Fig. 1: layout detail
Bar = 10 um. Region (15, 41) to (40, 66) um. Cells in gray, sequential cells in the stronger gray; small squares are vias.
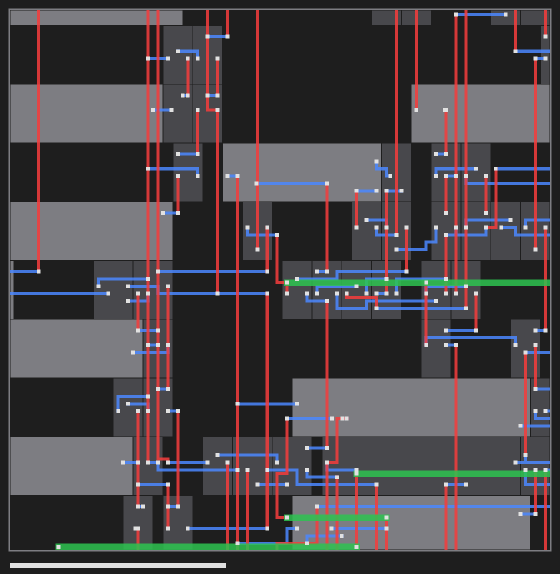
Fig. 2: routing congestion
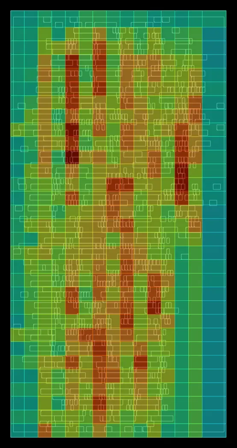
Fig. 3: logic cells by family
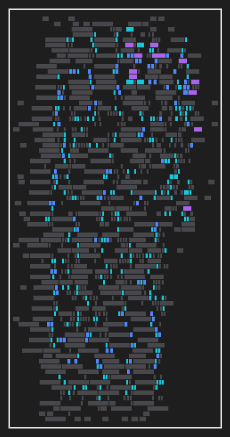
Fig. 4: I/O nets highlighted
Bar = 20 um.
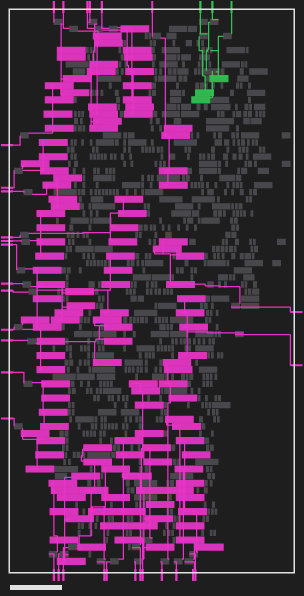
### src/rtl/uart_pkg.sv
// Shared definitions for the word-stream UART transmitter.
//   tx_state_e     : transmitter FSM states (PARITY is only reachable when
//                    the design is built with UART_TX_PARITY_EN defined)
//   UART_DATA_BITS : data bits per character
//   parity_bit()   : parity of one character, even (odd=0) or odd (odd=1)
package uart_pkg;

  localparam int UART_DATA_BITS = 8;

  typedef enum logic [2:0] {
    IDLE   = 3'd0,
    START  = 3'd1,
    DATA   = 3'd2,
    PARITY = 3'd3,
    STOP   = 3'd4
  } tx_state_e;

  // Even parity makes the total count of ones (data + parity) even.
  function automatic logic parity_bit(input logic [UART_DATA_BITS-1:0] data,
                                      input logic odd);
    return odd ? ~^data : ^data;
  endfunction

endpackage

### src/rtl/uart_word_fifo.sv
// Synchronous word FIFO with first-word fall-through read port.
// Ports:
//   clk    in   single clock, posedge
//   reset  in   synchronous, active-low; empties the FIFO
//   push   in   write wdata at this edge (ignored while full)
//   pop    in   drop the head word at this edge (ignored while empty)
//   wdata  in   WIDTH  word to write
//   rdata  out  WIDTH  head word, valid combinationally while !empty
//   full   out  count == DEPTH
//   empty  out  count == 0
//   count  out  $clog2(DEPTH)+1  words held (registered)
// DEPTH must be a power of two so the pointers wrap naturally.
module uart_word_fifo #(
  parameter int WIDTH = 32,
  parameter int DEPTH = 4
) (
  input  logic                     clk,
  input  logic                     reset,
  input  logic                     push,
  input  logic                     pop,
  input  logic [WIDTH-1:0]         wdata,
  output logic [WIDTH-1:0]         rdata,
  output logic                     full,
  output logic                     empty,
  output logic [$clog2(DEPTH):0]   count
);

  localparam int AW = $clog2(DEPTH);
  localparam int CW = AW + 1;

  logic [WIDTH-1:0] mem [DEPTH];
  logic [AW-1:0]    wr_ptr;
  logic [AW-1:0]    rd_ptr;
  logic [CW-1:0]    count_q;
  logic             do_push;
  logic             do_pop;

  assign full    = (count_q == CW'(DEPTH));
  assign empty   = (count_q == '0);
  assign count   = count_q;
  assign rdata   = mem[rd_ptr];
  assign do_push = push && !full;
  assign do_pop  = pop && !empty;

  // Storage is not reset: contents are unobservable while count is zero.
  always_ff @(posedge clk) begin
    if (do_push) begin
      mem[wr_ptr] <= wdata;
    end
  end

  always_ff @(posedge clk) begin
    if (!reset) begin
      wr_ptr  <= '0;
      rd_ptr  <= '0;
      count_q <= '0;
    end else begin
      if (do_push) begin
        wr_ptr <= wr_ptr + 1'b1;
      end
      if (do_pop) begin
        rd_ptr <= rd_ptr + 1'b1;
      end
      if (do_push && !do_pop) begin
        count_q <= count_q + 1'b1;
      end else if (do_pop && !do_push) begin
        count_q <= count_q - 1'b1;
      end
    end
  end

endmodule

### src/rtl/uart_tx_word_stream.sv
// UART 8N1/8N2 transmitter that streams multi-byte words off-chip.
// Words are buffered in a FIFO and sent LSB byte first, LSB bit first, with
// no idle gap between bytes of a word or between back-to-back words.
// Optional feature macro: UART_TX_PARITY_EN adds one parity bit per byte
// (even when PARITY_ODD=0, odd when PARITY_ODD=1).
// Ports:
//   clk         in   single clock, posedge
//   reset       in   synchronous, active-low
//   in_data     in   8*WORD_BYTES  word to send
//   in_valid    in   word present
//   in_ready    out  FIFO not full
//   tx          out  serial line, idles high, driven from a flop
//   busy        out  FSM not idle or FIFO non-empty
//   word_done   out  one-cycle pulse after the last stop bit of a word
//   fifo_count  out  $clog2(FIFO_DEPTH)+1  words buffered
// Handshake: a word transfers at a posedge where in_valid && in_ready are
// both high; in_ready depends only on the registered FIFO count, so it never
// depends on in_valid and stays low while full even if a pop happens.
module uart_tx_word_stream
  import uart_pkg::*;
#(
  parameter int CLKS_PER_BIT = 16,
  parameter int WORD_BYTES   = 4,
  parameter int FIFO_DEPTH   = 4,
  parameter int STOP_BITS    = 1,
  parameter int PARITY_ODD   = 0
) (
  input  logic                          clk,
  input  logic                          reset,
  input  logic [8*WORD_BYTES-1:0]       in_data,
  input  logic                          in_valid,
  output logic                          in_ready,
  output logic                          tx,
  output logic                          busy,
  output logic                          word_done,
  output logic [$clog2(FIFO_DEPTH):0]   fifo_count
);

  localparam int WW = 8 * WORD_BYTES;
  localparam int BW = (CLKS_PER_BIT > 1) ? $clog2(CLKS_PER_BIT) : 1;
  localparam int IW = (WORD_BYTES > 1) ? $clog2(WORD_BYTES) : 1;

  if (CLKS_PER_BIT < 2) begin : g_bad_clks_per_bit
    $error("CLKS_PER_BIT must be at least 2");
  end
  if (WORD_BYTES < 1 || WORD_BYTES > 8) begin : g_bad_word_bytes
    $error("WORD_BYTES must be in 1..8");
  end
  if (FIFO_DEPTH < 2 || (FIFO_DEPTH & (FIFO_DEPTH - 1)) != 0) begin : g_bad_depth
    $error("FIFO_DEPTH must be a power of two, at least 2");
  end
  if (STOP_BITS != 1 && STOP_BITS != 2) begin : g_bad_stop_bits
    $error("STOP_BITS must be 1 or 2");
  end
  if (PARITY_ODD != 0 && PARITY_ODD != 1) begin : g_bad_parity_odd
    $error("PARITY_ODD must be 0 or 1");
  end

  // FIFO
  logic          fifo_push;
  logic          fifo_pop;
  logic [WW-1:0] fifo_rdata;
  logic          fifo_full;
  logic          fifo_empty;

  assign fifo_push = in_valid && in_ready;

  uart_word_fifo #(
    .WIDTH (WW),
    .DEPTH (FIFO_DEPTH)
  ) u_fifo (
    .clk   (clk),
    .reset (reset),
    .push  (fifo_push),
    .pop   (fifo_pop),
    .wdata (in_data),
    .rdata (fifo_rdata),
    .full  (fifo_full),
    .empty (fifo_empty),
    .count (fifo_count)
  );

  // Serialiser state
  tx_state_e     state_q, state_d;
  logic [BW-1:0] baud_q, baud_d;
  logic [2:0]    bit_q, bit_d;     // data bit index in DATA, stop bit index in STOP
  logic [IW-1:0] byte_q, byte_d;
  logic [WW-1:0] shift_q, shift_d; // current byte always sits in [7:0]
  logic          tx_q, tx_d;
  logic          done_q, done_d;
  logic          baud_wrap;
`ifdef UART_TX_PARITY_EN
  logic          par_q, par_d;
`endif

  assign baud_wrap = (baud_q == BW'(CLKS_PER_BIT - 1));

  always_ff @(posedge clk) begin
    if (!reset) begin
      state_q <= IDLE;
      baud_q  <= '0;
      bit_q   <= '0;
      byte_q  <= '0;
      shift_q <= '0;
      tx_q    <= 1'b1;
      done_q  <= 1'b0;
`ifdef UART_TX_PARITY_EN
      par_q   <= 1'b0;
`endif
    end else begin
      state_q <= state_d;
      baud_q  <= baud_d;
      bit_q   <= bit_d;
      byte_q  <= byte_d;
      shift_q <= shift_d;
      tx_q    <= tx_d;
      done_q  <= done_d;
`ifdef UART_TX_PARITY_EN
      par_q   <= par_d;
`endif
    end
  end

  // Next-state and datapath. tx_d is the line level for the bit that starts
  // at the coming edge, so every bit boundary coincides with a baud wrap.
  always_comb begin
    state_d  = state_q;
    baud_d   = baud_wrap ? '0 : baud_q + 1'b1;
    bit_d    = bit_q;
    byte_d   = byte_q;
    shift_d  = shift_q;
    tx_d     = tx_q;
    done_d   = 1'b0;
    fifo_pop = 1'b0;
`ifdef UART_TX_PARITY_EN
    par_d    = par_q;
`endif

    case (state_q)
      IDLE: begin
        baud_d = '0;
        tx_d   = 1'b1;
        if (!fifo_empty) begin
          fifo_pop = 1'b1;
          shift_d  = fifo_rdata;
          byte_d   = '0;
          state_d  = START;
          tx_d     = 1'b0;
        end
      end

      START: begin
        if (baud_wrap) begin
          state_d = DATA;
          bit_d   = '0;
          tx_d    = shift_q[0];
`ifdef UART_TX_PARITY_EN
          par_d   = parity_bit(shift_q[UART_DATA_BITS-1:0], PARITY_ODD[0]);
`endif
        end
      end

      DATA: begin
        if (baud_wrap) begin
          // One shift per bit: after eight, the next byte is at the bottom.
          shift_d = shift_q >> 1;
          if (bit_q == 3'(UART_DATA_BITS - 1)) begin
            bit_d = '0;
`ifdef UART_TX_PARITY_EN
            state_d = PARITY;
            tx_d    = par_q;
`else
            state_d = STOP;
            tx_d    = 1'b1;
`endif
          end else begin
            bit_d = bit_q + 1'b1;
            tx_d  = shift_q[1];
          end
        end
      end

`ifdef UART_TX_PARITY_EN
      PARITY: begin
        if (baud_wrap) begin
          state_d = STOP;
          bit_d   = '0;
          tx_d    = 1'b1;
        end
      end
`endif

      STOP: begin
        if (baud_wrap) begin
          if (bit_q == 3'(STOP_BITS - 1)) begin
            if (byte_q != IW'(WORD_BYTES - 1)) begin
              byte_d  = byte_q + 1'b1;
              state_d = START;
              tx_d    = 1'b0;
            end else begin
              done_d = 1'b1;
              // Chain straight into the next word to avoid an idle gap.
              if (!fifo_empty) begin
                fifo_pop = 1'b1;
                shift_d  = fifo_rdata;
                byte_d   = '0;
                state_d  = START;
                tx_d     = 1'b0;
              end else begin
                state_d = IDLE;
                tx_d    = 1'b1;
              end
            end
          end else begin
            bit_d = bit_q + 1'b1;
          end
        end
      end

      default: begin
        state_d = IDLE;
        tx_d    = 1'b1;
      end
    endcase
  end

  assign tx        = tx_q;
  assign word_done = done_q;
  assign busy      = (state_q != IDLE) || !fifo_empty;
  assign in_ready  = !fifo_full;

endmodule

### config.mk
export PLATFORM = sky130hd
export DESIGN_NAME = uart_tx_word_stream
export DESIGN_NICKNAME = d
export VERILOG_FILES = /design/src/rtl/uart_pkg.sv /design/src/rtl/uart_word_fifo.sv /design/src/rtl/uart_tx_word_stream.sv
export SDC_FILE = /design/constraint.sdc
export NUM_CORES = 1
export LEC_CHECK = 0
export ABC_AREA = 1
export CAP_MARGIN = 20
export CORE_ASPECT_RATIO = 2
export CORE_UTILIZATION = 35
export CTS_CLUSTER_DIAMETER = 120
export CTS_CLUSTER_SIZE = 30
export DETAILED_ROUTE_END_ITERATION = 8
export PLACE_DENSITY = 0.57
export SLEW_MARGIN = 20
export SYNTH_ARGS = -nofsm -noshare
export SYNTH_HDL_FRONTEND = slang
export SYNTH_SLANG_ARGS = --single-unit
### constraint.sdc
create_clock -name clk -period 3.5 [get_ports clk]
set_clock_uncertainty 0.2 [all_clocks]
set_input_delay 1.05 -clock clk [delete_from_list [all_inputs] [get_ports clk]]
set_output_delay 1.05 -clock clk [all_outputs]
set_load 0.005 [all_outputs]
==> run summary <==
The full implementation flow was run.

The run finished with clean final reports. The via count of the first global-routing pass came to 5484. The critical path ends at busy. The cell area that synthesis handed to floorplanning was 7960 sq um.

The adder-cell share of the synthesized area stands at 1.82%. Among all stages on the critical path, the maximum delay recorded is 510 ps. The worst setup path is captured at an output pin. The critical path maximum fanout is 7. The number of DRC markers after the initial detailed-route iteration stands at 229.

The number of filler instances in the final layout stands at 2176. The final timing summary puts the cycle share of the worst path at 90.4%. The clock-pin slew on the worst setup and hold paths stands at 60 ps. TritonCTS built the clock tree. The worst path meets setup with 336 ps of slack. Per the hold report, the tightest min-delay path originates at baud_q[0]$_SDFF_PP0_. The worst reg-to-reg setup slack stands at 970 ps. Setup repair after global routing left no endpoint under its margin. The number of post-CTS setup repair buffers stands at 0.

The post-cts hold buffer count stands at 0. The post-layout instance count excluding filler cells stands at 1222. According to the floorplan report, the die height is 215 um. The final antenna diode tally reported by the flow is 0. The leakage power in the latest report is 3.94 nW.

The critical path contains buffers and inverters numbering 2 combined. The detailed router reported a total wirelength of 16.1 mm. After synthesis the netlist holds a flip-flop and latch count of 183. The synthesis run shows multiplexers occupying 0% of the cell area.

The max-capacitance violation count stands at 0. The global-route wire length before repair stands at 26.8 mm. The required time reported for the critical path endpoint stands at 2250 ps. Walking the critical path from launch to capture passes 5 cell instances. In this run the deepest clock path goes through 2 buffers. The TritonCTS sink count stands at 183. By startpoint and endpoint, the worst setup path is classified as reg2out. Summing over every cut layer, the via total after detailed routing is 5569.

Per the STA report, the cell with the highest stage delay on the worst path is sky130_fd_sc_hd__clkdlybuf4s50_1. Per the summary, power density relative to cell area is 775 nW/um^2. The flow measured a signed area growth from synthesis to layout of 17.9%. The number of H-tree levels stands at 4. The number of detailed-route iterations in the first pass stands at 4. In this run the critical path is formed by nor2_2 -> nand2_1 -> inv_1 -> nand2_1 -> clkdlybuf4s50_1. The final tally of setup violations stands at 0. The finished design was reported to have a net count of 979. Based on the critical path, the design can be clocked at up to 316 MHz. The depth of the worst register-to-register path stands at 11. For this run, the share of the core covered by cells in the final layout is 42.2%. The share of synthesized cell area in and-or and or-and compound cells stands at 5.59%. The clock latency on the worst-skew pair stands at 430 ps. In the hold timing report, the worst path depth is 1. Per the Yosys statistics, synthesis produced 896 cells.

Counting pins that exceed their max-slew limit in the final report gives 0. The cell area after layout stands at 9390 sq um. The initial antenna violation count was 0. The most numerous cell type found on the critical path is sky130_fd_sc_hd__nand2_1. The worst relative slew slack stands at 56.8%. The clock period minus final worst setup slack stands at 3160 ps. Tracing the worst setup path back leads to its startpoint at state_q[2]$_SDFFE_PN0P_.

The basic-gate share of the synthesized area counting and, or, nand and nor cells stands at 23.4%. The post-detailed-placement half-perimeter wirelength stands at 10.2 mm. The row count stands at 77. For reference, the final report shows the hold violation count at 0. The endpoint of the worst hold path is reported as baud_q[0]$_SDFF_PP0_. The net count after synthesis is 942.

The proportion of synthesized chip area in sequential cells stands at 62.1%. The final-layout setup total negative slack stands at 0 ps. Yosys reports a chip area of 7960 sq um. The count of tool warnings stands at 30. The synthesized area per cell stands at 8.89 sq um.

The count of port buffers added during placement stands at 41. Per the gpl log, the routability congestion estimate is 0.795. The endpoint identified for the worst register-to-register timing path is u_fifo.count[1]$_SDFFE_PN0P_.

The minimum hold slack stands at 249 ps. The horizontal die dimension reported for this design is 109 um. Per the placement report, the placed cell count is 1190.

The number of placed I/O pins stands at 42. The ratio of cells with drive above 1 in the final layout stands at 6.13%. The post-cts resize count stands at 0. The type recorded for the worst min-delay path is reg2reg. The aggregate global routing overflow stands at 0. TritonCTS created 17 clock buffers. The tree is rooted in a sky130_fd_sc_hd__clkbuf_16. The worst setup path is launched from a register. The count of nets left with antenna violations once routing finished came out at 0. After Yosys synthesis, XOR and XNOR cells account for 0.220% of the synthesized area. The maximum number of pins on one net before global-route repair stands at 55. After floorplanning, the core was sized to cover 22300 sq um. In this run the cell area measured after placement is 8740 sq um.

Broken down by cell family, the worst path's largest delay share belongs to buffers and inverters. The launch point of the worst register-to-register path is recorded as state_q[1]$_SDFFE_PN0P_. Using the TritonRoute via totals, the vias-per-cell ratio works out to 4.56. At the pin with the least slew margin, the transition time is 647 ps. The remaining design rule violation count stands at 0.
About Fig. 1:
green -> M3
blue -> M1
red -> M2
most frequent = nand2_1 (16), nor2_1 (10), edfxtp_1 (6)
cells with their middle in the window = 44
sequential cells in the window = 8
netlist names of flops here include = `u_fifo.mem` (6), `shift_q` (2)

About Fig. 2:
overall fraction of global-route tracks in use: 15.2%
Routed wire per std cell: 13.2 um
routing usage on met2: 29.5%
global-route met1 utilization: 14.9%

About Fig. 3:
purple -> fa/ha/maj cells  # cells 11, most used ha_1
cyan -> nor cells  # cells 202, most used nor2_1
blue -> aoi and oai cells  # cells 87, most used o21ai_0

About Fig. 4:
green -> `fifo_count`  # bits 3, direction output, edge north, end cells 3, buffers 3, wire 109 um
magenta -> `in_data`  # bits 32, direction input, edge 12 south, 12 west, 6 north, 2 east, end cells 128, buffers 32, wire 1700 um

==> cell usage after synthesis <==
cell	instances	area share, %
sky130_fd_sc_hd__a21boi_0	1	0.094
sky130_fd_sc_hd__a21oi_1	13	0.82
sky130_fd_sc_hd__buf_1	7	0.33
sky130_fd_sc_hd__buf_2	12	0.75
sky130_fd_sc_hd__buf_4	6	0.57
sky130_fd_sc_hd__buf_6	1	0.14
sky130_fd_sc_hd__clkbuf_1	13	0.61
sky130_fd_sc_hd__dfxtp_1	55	14
sky130_fd_sc_hd__edfxtp_1	128	48
sky130_fd_sc_hd__fa_1	1	0.25
sky130_fd_sc_hd__ha_1	10	1.6
sky130_fd_sc_hd__inv_1	95	4.5
sky130_fd_sc_hd__nand2_1	252	12
sky130_fd_sc_hd__nand2_2	3	0.24
sky130_fd_sc_hd__nand2_4	1	0.14
sky130_fd_sc_hd__nand3_1	18	1.1
sky130_fd_sc_hd__nand3_4	1	0.22
sky130_fd_sc_hd__nand3b_1	1	0.094
sky130_fd_sc_hd__nor2_1	196	9.2
sky130_fd_sc_hd__nor2_2	3	0.24
sky130_fd_sc_hd__nor3_1	2	0.13
sky130_fd_sc_hd__nor3b_1	1	0.094
sky130_fd_sc_hd__o21a_1	1	0.094
sky130_fd_sc_hd__o21ai_0	63	4.0
sky130_fd_sc_hd__o21ai_1	10	0.63
sky130_fd_sc_hd__xor2_1	2	0.22
==> per-layer routing <==
layer  vias up  track usage (%)  routed length (um)
li1       2901                -                   -
met1      2573             14.9                5990
met2        74             29.5                9420
met4         0             6.62                 347
met3        21             2.76                 385
met5         -                0                   0
==> cells in the final DEF (no fill, tap or decap), drive strengths merged, types with 2 or more instances in the layout <==
cell | synthesis | routed
ha | 10 | 10
inv | 95 | 95
nand3 | 19 | 19
clkbuf | 13 | 29
clkdlybuf4s50 | 0 | 41
o21ai | 73 | 73
edfxtp | 128 | 128
clkinv | 0 | 2
nor3 | 2 | 2
dfxtp | 55 | 55
nand2 | 256 | 256
xor2 | 2 | 2
a21oi | 13 | 13
nor2 | 199 | 199
buf | 26 | 16
==> final cells by class <==
cell class                 count  area [sq um]  share of cell area (%)
sequential                   183          4950                    52.7
tap                          276           345                    3.68
timing repair buffer          57           593                    6.32
inverter                      95           357                    3.80
clock buffer                  29           596                    6.34
clock inverter                 3          47.5                   0.507
multi-input combinational    579          2500                    26.6
==> registers in the layout, summed over array words and instances (netlist names), 2 cells and up, named ones only <==
name	flops
u_fifo.wr_ptr	2
bit_q	3
u_fifo.rd_ptr	2
u_fifo.mem	128
shift_q	32
byte_q	2
state_q	3
u_fifo.count	3
baud_q	4
==> power by group <==
| part | leakage, nW | switching, mW | internal, mW | total [mW] |
|---|---|---|---|---|
| Clock | 0.315 | 0.770 | 1.23 | 2.00 |
| Combinational | 2.00 | 1.61 | 0.833 | 2.44 |
| Sequential | 1.63 | 0.168 | 2.66 | 2.83 |
==> cell families (layout without fill, tap and decap cells) <==
| family | after synthesis | in the layout |
|---|---|---|
| flip-flops | 183 | 183 |
| XOR/XNOR | 2 | 2 |
| AND-OR/OR-AND | 88 | 88 |
| AND/OR/NAND/NOR | 478 | 478 |
| adder cells (fa/ha/maj) | 11 | 11 |
| buffers and inverters | 134 | 184 |
Power is estimated from default activity; no workload was simulated.
